==> images/m1.png <==
Bar = 20 um. Supply wires on this layer in grey.
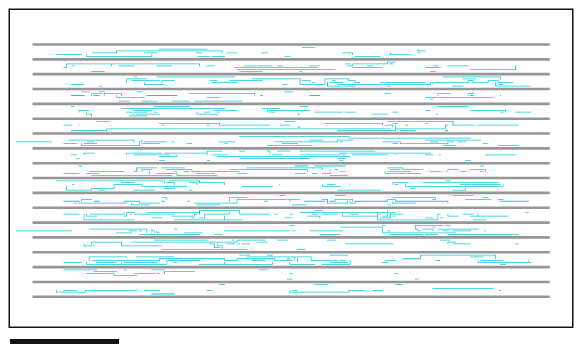
==> images/m2.png <==
Cells faint in the background.
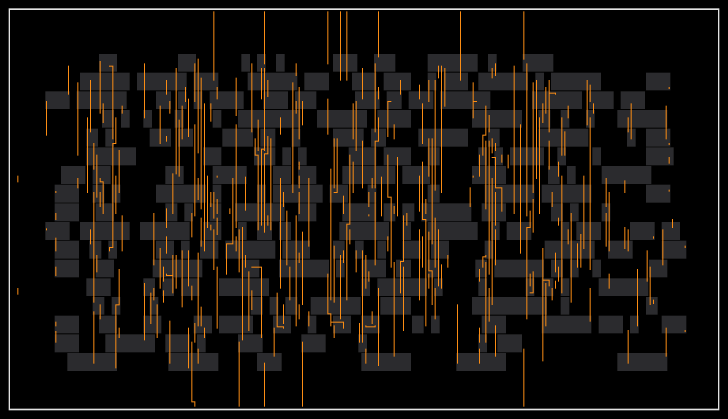
==> images/m3.png <==
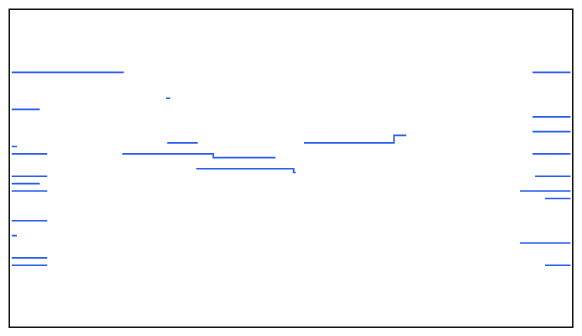
==> src/rtl/subtrator_pkg.sv <==
// ============================================================================
// Module  : subtrator_pkg
// Purpose : Shared width default and FSM state type for the serial subtractor.
// Rev     : 1.0
// ============================================================================
`default_nettype none

package subtrator_pkg;

    localparam int c_DEFAULT_N = 8;

    typedef enum logic [1:0] {
        IDLE = 2'd0,
        RUN  = 2'd1,
        DONE = 2'd2
    } state_t;

endpackage

`default_nettype wire

==> src/rtl/subtrator_completo_case.sv <==
// ============================================================================
// Module  : subtrator_completo_case
// Purpose : Combinational 1-bit full subtractor (A - B - Bin) as a truth table.
// Rev     : 1.0
// ============================================================================
`default_nettype none

module subtrator_completo_case (
    input  logic A,
    input  logic B,
    input  logic Bin,
    output logic D,
    output logic Bout
);

    always_comb begin
        D    = 1'b0;
        Bout = 1'b0;
        case ({A, B, Bin})
            3'b000: begin D = 1'b0; Bout = 1'b0; end
            3'b001: begin D = 1'b1; Bout = 1'b1; end
            3'b010: begin D = 1'b1; Bout = 1'b1; end
            3'b011: begin D = 1'b0; Bout = 1'b1; end
            3'b100: begin D = 1'b1; Bout = 1'b0; end
            3'b101: begin D = 1'b0; Bout = 1'b0; end
            3'b110: begin D = 1'b0; Bout = 1'b0; end
            3'b111: begin D = 1'b1; Bout = 1'b1; end
            default: begin D = 1'b0; Bout = 1'b0; end
        endcase
    end

endmodule

`default_nettype wire

==> src/rtl/subtrator_serial.sv <==
// ============================================================================
// Module  : subtrator_serial
// Purpose : Bit-serial N-bit subtractor, diff = a - b - bin, LSB first.
// Rev     : 1.0
// ============================================================================
`default_nettype none

module subtrator_serial
    import subtrator_pkg::*;
#(
    parameter int N = c_DEFAULT_N
) (
    input  logic         clk,
    input  logic         rst,
    input  logic         start,
    input  logic [N-1:0] a,
    input  logic [N-1:0] b,
    input  logic         bin,
    output logic         busy,
    output logic         done,
    output logic [N-1:0] diff,
    output logic         bout,
    output logic         s_d,
    output logic         s_valid
);

    localparam int               c_CW   = $clog2(N + 1);
    localparam logic [c_CW-1:0]  c_LAST = c_CW'(N - 1);

    state_t            r_state;
    logic [N-1:0]      r_a;
    logic [N-1:0]      r_b;
    logic              r_br;
    logic [c_CW-1:0]   r_cnt;
    logic [N-1:0]      r_acc;
    logic [N-1:0]      r_diff;
    logic              r_bout;

    logic              w_d;
    logic              w_bnext;
    logic [N-1:0]      w_acc_next;

    subtrator_completo_case u_cell (
        .A    (r_a[0]),
        .B    (r_b[0]),
        .Bin  (r_br),
        .D    (w_d),
        .Bout (w_bnext)
    );

    // Result bits enter from the MSB so bit 0 lands in place after N shifts.
    if (N == 1) begin : g_acc_single
        assign w_acc_next = w_d;
    end else begin : g_acc_shift
        assign w_acc_next = {w_d, r_acc[N-1:1]};
    end

    always_ff @(posedge clk) begin
        if (rst) begin
            r_state <= IDLE;
            r_a     <= '0;
            r_b     <= '0;
            r_br    <= 1'b0;
            r_cnt   <= '0;
            r_acc   <= '0;
            r_diff  <= '0;
            r_bout  <= 1'b0;
        end else begin
            case (r_state)
                IDLE, DONE: begin
                    if (start) begin
                        r_a     <= a;
                        r_b     <= b;
                        r_br    <= bin;
                        r_cnt   <= '0;
                        r_state <= RUN;
                    end else begin
                        r_state <= IDLE;
                    end
                end
                RUN: begin
                    r_a   <= r_a >> 1;
                    r_b   <= r_b >> 1;
                    r_br  <= w_bnext;
                    r_acc <= w_acc_next;
                    r_cnt <= r_cnt + c_CW'(1);
                    // Published result only changes here, so diff is stable across RUN.
                    if (r_cnt == c_LAST) begin
                        r_diff  <= w_acc_next;
                        r_bout  <= w_bnext;
                        r_state <= DONE;
                    end
                end
                default: r_state <= IDLE;
            endcase
        end
    end

    assign busy    = (r_state == RUN);
    assign done    = (r_state == DONE);
    assign s_valid = busy;
    assign s_d     = busy & w_d;
    assign diff    = r_diff;
    assign bout    = r_bout;

endmodule

`default_nettype wire
==> config.mk <==
export PLATFORM = sky130hd
export DESIGN_NAME = subtrator_serial
export DESIGN_NICKNAME = d
export VERILOG_FILES = /design/src/rtl/subtrator_pkg.sv /design/src/rtl/subtrator_completo_case.sv /design/src/rtl/subtrator_serial.sv
export SDC_FILE = /design/constraint.sdc
export NUM_CORES = 1
export LEC_CHECK = 0
export CAP_MARGIN = 20
export CELL_PAD_IN_SITES_DETAIL_PLACEMENT = 1
export CELL_PAD_IN_SITES_GLOBAL_PLACEMENT = 1
export CORE_AREA = 4 4 99 54
export DETAILED_ROUTE_END_ITERATION = 10
export DIE_AREA = 0 0 103 58
export GPL_TIMING_DRIVEN = 0
export PLACE_DENSITY_LB_ADDON = 0.08
export SYNTH_ARGS = -nofsm -noshare
export SYNTH_HDL_FRONTEND = slang
export SYNTH_SLANG_ARGS = --single-unit
export TNS_END_PERCENT = 5
==> constraint.sdc <==
create_clock -name clk -period 2 [get_ports clk]
set_input_delay 0.5 -clock clk [delete_from_list [all_inputs] [get_ports clk]]
set_output_delay 0.5 -clock clk [all_outputs]
set_load 0.05 [all_outputs]
==> metrics.json <==
{
  "async_flop_share": 0,
  "globalRouteTotalUtil": 0.143,
  "fin_tns_setup_ns": 0,
  "yosysUniqueCellTypes": 25,
  "power.density_cell_area_nw_per_um2": 830,
  "outcome": "complete, no violations",
  "reg_clk_slew_reported_paths_ns": 0.08,
  "slew_viol_final": 0,
  "ys_area_um2": 1650,
  "placement.io_buffers": 31,
  "synth.yosys.num_cells": 179,
  "rr_startpoint": "r_state[1]",
  "most_popular_library_cell_in_the_synthesized_design_by_count": "dfxtp_1",
  "synth_compound_gate_area_share": 0.171,
  "detailed_place.area_um2": 2030,
  "timing_worst_slew_pin_value_ns": 0.557,
  "post_cts.resized_instances": 24,
  "via_count": 1404,
  "p_leak_nw": 0.853,
  "grt_pass1_vias": 1379,
  "syn_inst": 179,
  "dr_wl_met2_um": 1800,
  "power_switching_share": 0.252,
  "final.setup_skew_ns": 0.00794,
  "irDropWorstVdd_mv": 0.395,
  "power.group.top": "registers",
  "hold-path-cell-count": 2,
  "worst_slew_margin_rel": 0.629,
  "grt_antenna_before_repair": 0,
  "clockBufferDepth": 2,
  "pg_comb_mw": 0.246,
  "routed-wl-met3_um": 200,
  "crit_path_end_kind": "output port",
  "cts_htree_levels": 2,
  "critical_path.endpoint": "diff[6]"
}
Notes on m1.png above:
main direction: horizontal
share of all routed wire: 50%

Notes on m2.png above:
longest straight run: 22.1 um
wire length on this layer: 1800 um
main direction: vertical
share of all routed wire: 45%

Notes on m3.png above:
wire length on this layer: 201 um
nets with wire on the layer: 21
main direction: horizontal
longest straight run: 20.2 um
share of all routed wire: 5.0%

